Fig. 1: run 1, wire density map
Bar = 20 microns. 19 x 19 tiles, from dark purple (low) to yellow (high), scaled to the fullest tile. Values are wire area over tile area, all layers added.
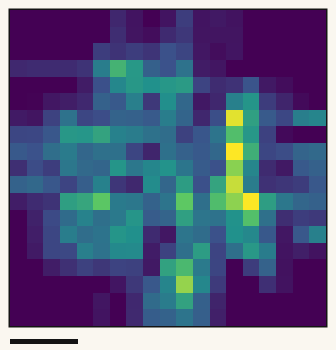
Fig. 2: run 1, routing congestion
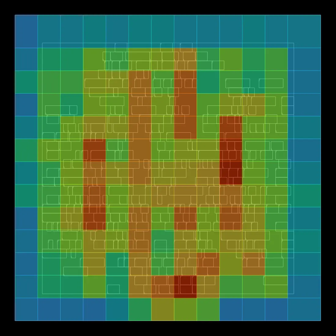
Fig. 3: run 1, port wiring
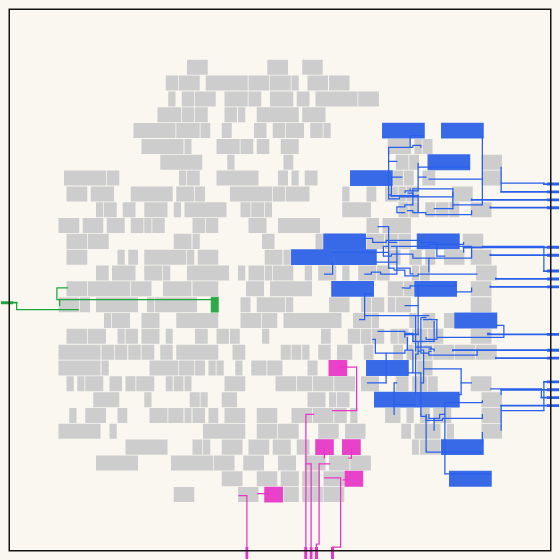
[src/rtl/pipe_hazard_ctrl.sv]
`default_nettype none
// ============================================================================
// Module   : pipe_hazard_ctrl
// Brief    : 5-stage pipeline sequencing: load-use stalls, branch/jump flushes,
//            data-memory wait FSM with timeout-to-halt, perf counters.
// Revision : 1.0
// ============================================================================
module pipe_hazard_ctrl #(
    parameter int WAIT_MAX = 255,
    parameter int CNT_W    = 16
) (
    input  logic             i_clk,
    input  logic             i_rst,
    input  logic [4:0]       i_id_rs,
    input  logic [4:0]       i_id_rt,
    input  logic             i_id_uses_rs,
    input  logic             i_id_uses_rt,
    input  logic             i_id_jump,
    input  logic             i_ex_memToReg,
    input  logic [4:0]       i_ex_wreg,
    input  logic             i_ex_br_taken,
    input  logic             i_mem_rd,
    input  logic             i_mem_wr,
    input  logic             i_dmem_ready,
    output logic             o_pc_en,
    output logic             o_ifid_en,
    output logic             o_idex_en,
    output logic             o_exmem_en,
    output logic             o_ifid_flush,
    output logic             o_idex_flush,
    output logic             o_memwb_bubble,
    output logic             o_dmem_req,
    output logic             o_dmem_err,
    output logic [CNT_W-1:0] o_stall_cnt,
    output logic [CNT_W-1:0] o_flush_cnt
);

    localparam int WC_W = (WAIT_MAX < 2) ? 1 : $clog2(WAIT_MAX + 1);

    typedef enum logic [1:0] {
        ST_RUN      = 2'd0,
        ST_MEM_WAIT = 2'd1,
        ST_HALT     = 2'd2
    } state_t;

    state_t           state_q, state_d;
    logic [WC_W-1:0]  wait_cnt_q, wait_cnt_d;
    logic             err_q, err_d;
    logic [CNT_W-1:0] stall_cnt_q, flush_cnt_q;

    logic w_memop;
    logic w_halted;
    logic w_freeze;
    logic w_load_use;
    logic w_stall_inc;
    logic w_flush_inc;

    assign w_memop  = i_mem_rd | i_mem_wr;
    assign w_halted = (state_q == ST_HALT);
    assign w_freeze = w_halted | (w_memop & ~i_dmem_ready);

    assign w_load_use = i_ex_memToReg && (i_ex_wreg != 5'd0) &&
                        ((i_id_uses_rs && (i_ex_wreg == i_id_rs)) ||
                         (i_id_uses_rt && (i_ex_wreg == i_id_rt)));

    // Stage controls are Mealy: dmem_ready reaches the enables in the same cycle.
    always_comb begin
        o_pc_en        = 1'b1;
        o_ifid_en      = 1'b1;
        o_idex_en      = 1'b1;
        o_exmem_en     = 1'b1;
        o_ifid_flush   = 1'b0;
        o_idex_flush   = 1'b0;
        o_memwb_bubble = 1'b0;
        o_dmem_req     = w_memop & ~w_halted;
        w_stall_inc    = 1'b0;
        w_flush_inc    = 1'b0;
        if (i_rst) begin
            o_pc_en        = 1'b0;
            o_ifid_en      = 1'b0;
            o_idex_en      = 1'b0;
            o_exmem_en     = 1'b0;
            o_ifid_flush   = 1'b1;
            o_idex_flush   = 1'b1;
            o_memwb_bubble = 1'b1;
            o_dmem_req     = 1'b0;
        end else if (w_freeze) begin
            o_pc_en        = 1'b0;
            o_ifid_en      = 1'b0;
            o_idex_en      = 1'b0;
            o_exmem_en     = 1'b0;
            o_memwb_bubble = 1'b1;
        end else if (i_ex_br_taken) begin
            o_ifid_flush = 1'b1;
            o_idex_flush = 1'b1;
            w_flush_inc  = 1'b1;
        end else if (w_load_use) begin
            o_pc_en      = 1'b0;
            o_ifid_en    = 1'b0;
            o_idex_flush = 1'b1;
            w_stall_inc  = 1'b1;
        end else if (i_id_jump) begin
            o_ifid_flush = 1'b1;
            w_flush_inc  = 1'b1;
        end
    end

    // Ready takes priority over the timeout check in MEM_WAIT.
    always_comb begin
        state_d    = state_q;
        wait_cnt_d = wait_cnt_q;
        err_d      = err_q;
        case (state_q)
            ST_RUN: begin
                if (w_memop && !i_dmem_ready) begin
                    state_d    = ST_MEM_WAIT;
                    wait_cnt_d = WC_W'(1);
                end
            end
            ST_MEM_WAIT: begin
                if (i_dmem_ready) begin
                    state_d    = ST_RUN;
                    wait_cnt_d = '0;
                end else if (wait_cnt_q == WC_W'(WAIT_MAX)) begin
                    state_d = ST_HALT;
                    err_d   = 1'b1;
                end else begin
                    wait_cnt_d = wait_cnt_q + WC_W'(1);
                end
            end
            ST_HALT: state_d = ST_HALT;
            default: state_d = ST_RUN;
        endcase
    end

    always_ff @(posedge i_clk) begin
        if (i_rst) begin
            state_q     <= ST_RUN;
            wait_cnt_q  <= '0;
            err_q       <= 1'b0;
            stall_cnt_q <= '0;
            flush_cnt_q <= '0;
        end else begin
            state_q    <= state_d;
            wait_cnt_q <= wait_cnt_d;
            err_q      <= err_d;
            if (w_stall_inc && (stall_cnt_q != {CNT_W{1'b1}}))
                stall_cnt_q <= stall_cnt_q + CNT_W'(1);
            if (w_flush_inc && (flush_cnt_q != {CNT_W{1'b1}}))
                flush_cnt_q <= flush_cnt_q + CNT_W'(1);
        end
    end

    assign o_dmem_err  = err_q;
    assign o_stall_cnt = stall_cnt_q;
    assign o_flush_cnt = flush_cnt_q;

endmodule
`default_nettype wire
[config.mk]
export PLATFORM = sky130hd
export DESIGN_NAME = pipe_hazard_ctrl
export DESIGN_NICKNAME = d
export VERILOG_FILES = /design/src/rtl/pipe_hazard_ctrl.sv
export SDC_FILE = /design/constraint.sdc
export NUM_CORES = 1
export LEC_CHECK = 0
export CORE_MARGIN = 8
export CORE_UTILIZATION = 40
export DETAILED_ROUTE_END_ITERATION = 7
export PLACE_DENSITY = 0.72
export SLEW_MARGIN = 20
export SYNTH_ARGS = -nofsm -noshare
export SYNTH_HDL_FRONTEND = slang
export SYNTH_SLANG_ARGS = --single-unit
[constraint.sdc]
create_clock -name i_clk -period 6.41 [get_ports i_clk]
set_input_delay 1.282 -clock i_clk [delete_from_list [all_inputs] [get_ports i_clk]]
set_output_delay 1.282 -clock i_clk [all_outputs]
set_load 0.005 [all_outputs]
==> run notes, run 1 <==
Looking at the critical path, the highest net fanout was 4. The report counts max-capacitance violations totalling 0. The synthesis report lists the Yosys warning total as 0. The non-clock buffer area fraction after layout is 0.210. The run gives 590 ps for the biggest cell delay along the critical path. The run gives 0.00236 sq mm as the synthesized cell area.

Hold buffer count at CTS: 0. Walking the worst path, the cells encountered are clkdlybuf4s50_1, or4_1, o21ai_1, nor2_1, a21oi_1, clkdlybuf4s50_1. With the share of power burned in registers at 0.542, the weighted congestion at the end of routability-driven global placement is 0.785. By instance count, the cell type seen most on the critical path is sky130_fd_sc_hd__clkdlybuf4s50_1. The final layout report lists a filler cell count of 570. The tools report the tightest hold margin as 446 ps. According to the hold report, the worst path is of the register to register type. The first global-routing pass estimated 9560 microns of wire. The post-layout net count came out at 367. Ranked by instance count, the synthesized netlist is headed by sky130_fd_sc_hd__dfxtp_1, sky130_fd_sc_hd__nor2_1, sky130_fd_sc_hd__nand4_1.

The worst hold path depth is 2, and the count of flip-flops and latches is 43. With the sink count of the clock tree at 43, the area of the die is 0.00861 sq mm. Non-clock buffer total of the final layout: 66.

The biggest area consumer among cell classes was combinational gates. According to the dpl log, the detail-placed design has an HPWL of 4320 microns. The flow reported a cell area power density of 163 mW/mm^2. The yosys-reported design area after synthesis was 0.00236 sq mm. The run gives 5130 ps as the data required time at the worst endpoint. Sorting the synthesized cells by area gives the leading types as sky130_fd_sc_hd__dfxtp_1, sky130_fd_sc_hd__nor2_1, sky130_fd_sc_hd__xnor2_1. The flow ran to the end, and the final reports show no timing, DRC or antenna violations. Per the finish-stage timing summary, setup violations number 0.

The clock network area share is 0.0262, and the number of storage elements in the synthesis netlist is 43. The run gives 0.294 for the area share of and/or/nand/nor cells after synthesis. The run gives 281 as the number of standard cells after synthesis. In this run the clock root is driven by a sky130_fd_sc_hd__clkbuf_8. The parity-gate share of the synthesized area counting xor and xnor cells was 0.0928. Area fraction in compound gates after synthesis: 0.126. The tools report the relative max-transition margin as 0.343. The main combinational cell family by area after synthesis is simple AND/OR/NAND/NOR gates.

Looking at the clock tree report, the H-tree level count equals 2. Sequential share of the synthesized area: 0.365. The unique cell type count in the Yosys netlist is 43, and the multi-input logic portion of the cell area is 0.450.

Per the detailed-route log, wirelength across all metal layers totals 5760 microns. The multiplexer share of the synthesized area came out at 0.0652. At the later pin of the worst-skew pair, clock insertion delay measures 290 ps. The number of antenna violations at the first check in global routing was 0.

The combinational gate count came out at 218. Setup repair after global routing left no endpoint under its margin. Counting endpoints that fail hold in the final report gives 0. The cell with the largest stage delay on the worst path is sky130_fd_sc_hd__or4_1.

The design received a total of 75 well taps at floorplan. With the number of cells in the yosys synthesis report at 281, the final routed wire length divided by cell count is 13.9 microns. The worst VDD IR drop from the latest analysis is 0.000183 V. The flop share of the area is 0.277, and the net count after synthesis is 309. The critical path buffer and inverter count works out to 2. Looking at the max-slew report, the worst-margin pin has a slew of 980 ps. In this run, power in combinational logic comes to 0.0000662 W. The tools report the power consumption as 0.000507 W.

The core region is 0.00582 sq mm. The detail-routed via count per cell came out at 5.26. In this run the horizontal extent of the chip is 92.8 microns.

The relative contribution of the clock network to total power came out at 0.328. Fraction of layout instances using a drive strength above 1: 0.0529. The share of synthesized registers carrying an async set or reset is 0.

Layer carrying the most global-route usage: met2. The final timing report derives a shortest allowable period of 4870 ps. For this run, design rule violations remaining after detail routing come to 0. The commonest non-fill, non-tap cell in the layout is sky130_fd_sc_hd__clkdlybuf4s50_1. Detailed-route iteration 0 reported a violation count of 95. Per the TritonCTS log, the buffer count is 5.
-- Fig. 1 (at the start) --
- nearly empty tiles: 26%
- densest ninth of the die: middle right
- fullest tile: 0.47
via count: 2,182
total global routing track utilization: 0.135

-- Fig. 2 (at the start) --
utilization after layout: 0.534
met1 track demand over resource in global routing: 0.156
met2 Track Usage GR: 0.233
met3 capacity usage during global routing: 0.0413

-- Fig. 3 (at the start) --
- magenta: i_id_rs (bits 5; direction input; end cells 5; buffers 5; wire 105 microns)
- blue: o_stall_cnt (bits 16; direction output; end cells 16; buffers 16; wire 674 microns)
- green: o_idex_en (bits 1; direction output; end cells 1; buffers 1; wire 44.7 microns)
number of buffer cells added on primary ports: 65
count of boundary I/O pins: 66

==> run 1: stage by stage <==
stage                     setup WS (ps)  cell area, sq um  std cells
final                              1540              3110        415
after global routing               1450              3110        415
after CTS                          1510              3110        415
after detailed placement           1520              3030        407
after global placement             1510              3030        407
after floorplan                    2580              2360        281
==> run 1: routing by layer <==
layer  part of all wire  up-vias
met5                  0        -
met4             0.0092        0
met3              0.065        4
met2               0.47       57
met1               0.45     1005
li1                   -     1116
==> run 1: final timing paths <==
path                     endpoint            from  slack (ps)
setup / recovery          o_pc_en    i_ex_wreg[1]        1540
hold / removal         o_dmem_err      o_dmem_err         450
setup reg to reg  o_flush_cnt[13]  o_flush_cnt[0]        3910
hold reg to reg        o_dmem_err      o_dmem_err         450
Fig. 4: run 1, cells by drive strength
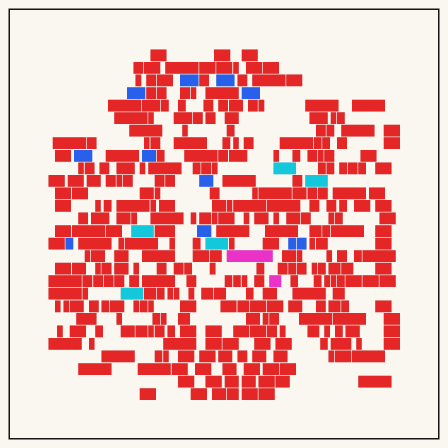

--- run 2 (diff from run 1) ---
- clock period: 6.41 -> 4.6 ns (I/O delays scaled with it)
Fig. 5: run 2, cells by drive strength
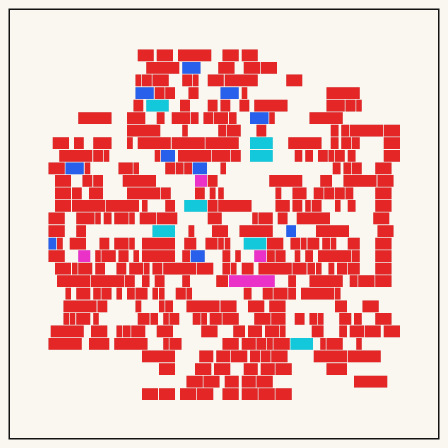
- red: drive 1 or less (cells 321)
- cyan: drive 6 and up (cells 7)
- blue: drive 2 (cells 10)
- magenta: drive 3 to 4 (cells 4)
count of plain and timing-repair buffers: 68
Design Area, Final: 0.00314 sq mm
post-synthesis to final-layout area growth: 33.1%

==> run 2 against run 1 <==
Clock skew shrank 4.2 ps. Clock power grew 56%. First-iteration DRC count shrank 32%. Global-route usage shrank 0.27 points. Sequential share of layout area shrank 0.30 points. Synthesized cell count is the same. Worst setup slack lost 1100 ps. Utilization grew 0.58 points. Sequential cell count is the same. Via count grew 1.6%. Non-clock buffer count grew 2. Die area is the same.
==> run notes, run 2 <==
The post-detailed-routing wire length is 5760 microns (about the same). Cell chosen for the clock root: sky130_fd_sc_hd__clkbuf_8. The hold buffer count at CTS is 0 (unchanged). For the worst reg-to-reg path, the endpoint reported by OpenROAD is o_flush_cnt[3].

The data required time at the worst endpoint is 3680 ps (-1450 ps), and the final routed wire length divided by cell count is 13.8 microns (-0.39%). The critical path buffer and inverter count is 2 (unchanged), and the count of placed standard cells in the final layout, fillers left out is 417 (+0.48%). The startpoint of the worst-slack reg-to-reg timing path was o_flush_cnt[3]. The run gives 570 ps (-20 ps) for the biggest cell delay along the critical path. The run finished with clean final reports. For the HPWL after detailed placement, the log shows 4420 microns (+2.3%).

For the unique cell type count in the Yosys netlist, the log shows 43 (unchanged). Looking at the area split, the leading class of cells is combinational gates. The worst path setup slack after routing came out at 481 ps (-1060 ps). The area share of and/or/nand/nor cells after synthesis works out to 0.294 (unchanged). The sequential share of the synthesized area is 0.365 (unchanged), and the power density of the placed cells is 234 mW/mm^2 (+43%).

The non-clock buffer area fraction after layout is 0.213 (+0.00252), and the clock period minus final worst setup slack is 4120 ps. The transition time at the pin with the least slew margin was 1010 ps (+29.1 ps). The tools report the count of flip-flops and latches as 43 (unchanged).

The relative max-transition margin is 0.323 (-0.0195), and the post-layout net count is 369 (+0.54%). The run gives 0 (unchanged) for the post-route DRC violation count. The number of well taps was 75 (unchanged); the yosys-reported design area after synthesis was 0.00236 sq mm (unchanged).

Power consumption: 0.000736 W (+45%). The logs give 2190 ps (-1720 ps) for the slack of the worst reg-to-reg path and 65 (-32%) for the violation count after the first detailed-routing iteration. The fraction of layout instances using a drive strength above 1 was 0.0614 (+0.00846); the maximum fanout encountered on the critical timing path was 4 (unchanged). The tools report the worst setup path endpoint as o_pc_en. The run gives 0 (unchanged) for the number of antenna violations at the first check in global routing. Setup repair after global routing left no endpoint under its margin. The tools report the net count after synthesis as 309 (unchanged). The tools report the H-tree depth as 2 (unchanged). The number of top-level pins was 66 (unchanged).

The post-detailed-placement cell area came out at 0.00304 sq mm (+0.50%). The number of storage elements in the synthesis netlist is 43 (unchanged). Max-cap violation count: 0 (unchanged). The tools report the critical path startpoint as i_ex_wreg[2]. The run gives 9560 microns (about the same) for the wire length of the first global-routing pass. Traced cell by cell, the critical path runs through clkdlybuf4s50_1, or4_1, o21ai_1, nor2_1, a21oi_1, clkdlybuf4s50_1. The peak ir drop on the vdd network was 0.000125 V (-32%); the combinational gate count was 218 (unchanged). The logs give 577 (+1.2%) for the count of fill cells added during filler insertion and 0.00236 sq mm (unchanged) for the synthesized cell area. The area fraction in compound gates after synthesis is 0.126 (unchanged). The horizontal die dimension was 92.8 microns (unchanged); the multiplexer share of the synthesized area was 0.0652 (unchanged).

The run gives 0.0319 (+0.00569) for the clock network area share.
Fig. 6: run 2, routing congestion
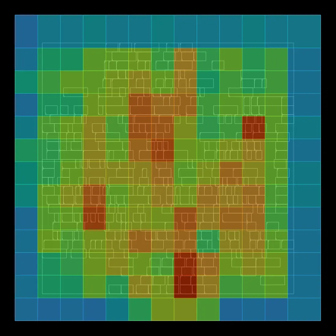
total global routing track utilization: 0.132
utilization after layout: 0.540
met1 track demand over resource in global routing: 0.144

run 2: cell counts after synthesis:
No cell type changed its count.
run 2: power groups by stage:
stage	clock network, W	registers [W]	logic, W
final	0.000259	0.000382	0.0000942
after global routing	0.000282	0.000384	0.000104
after CTS	0.000268	0.000383	0.0000950
after detailed placement	0	0.000391	0.0000944
after global placement	0	0.000391	0.0000927
after floorplan	0	0.000389	0.0000487
run 2: tightest hold or removal path, cell delays in order, from the launching register on:
cell and delay (ps):
sky130_fd_sc_hd__dfxtp_1 310, sky130_fd_sc_hd__inv_1 50, sky130_fd_sc_hd__a21oi_1 50
run 2: layer usage:
metal	global-route usage	share of wire	routed length, microns
met2	0.239	0.49	2840
met4	0.0349	0.0090	52
met3	0.0421	0.070	405
met1	0.144	0.43	2460
met5	0	0	0
No activity file was given, so power comes from the tool's default toggle rates.
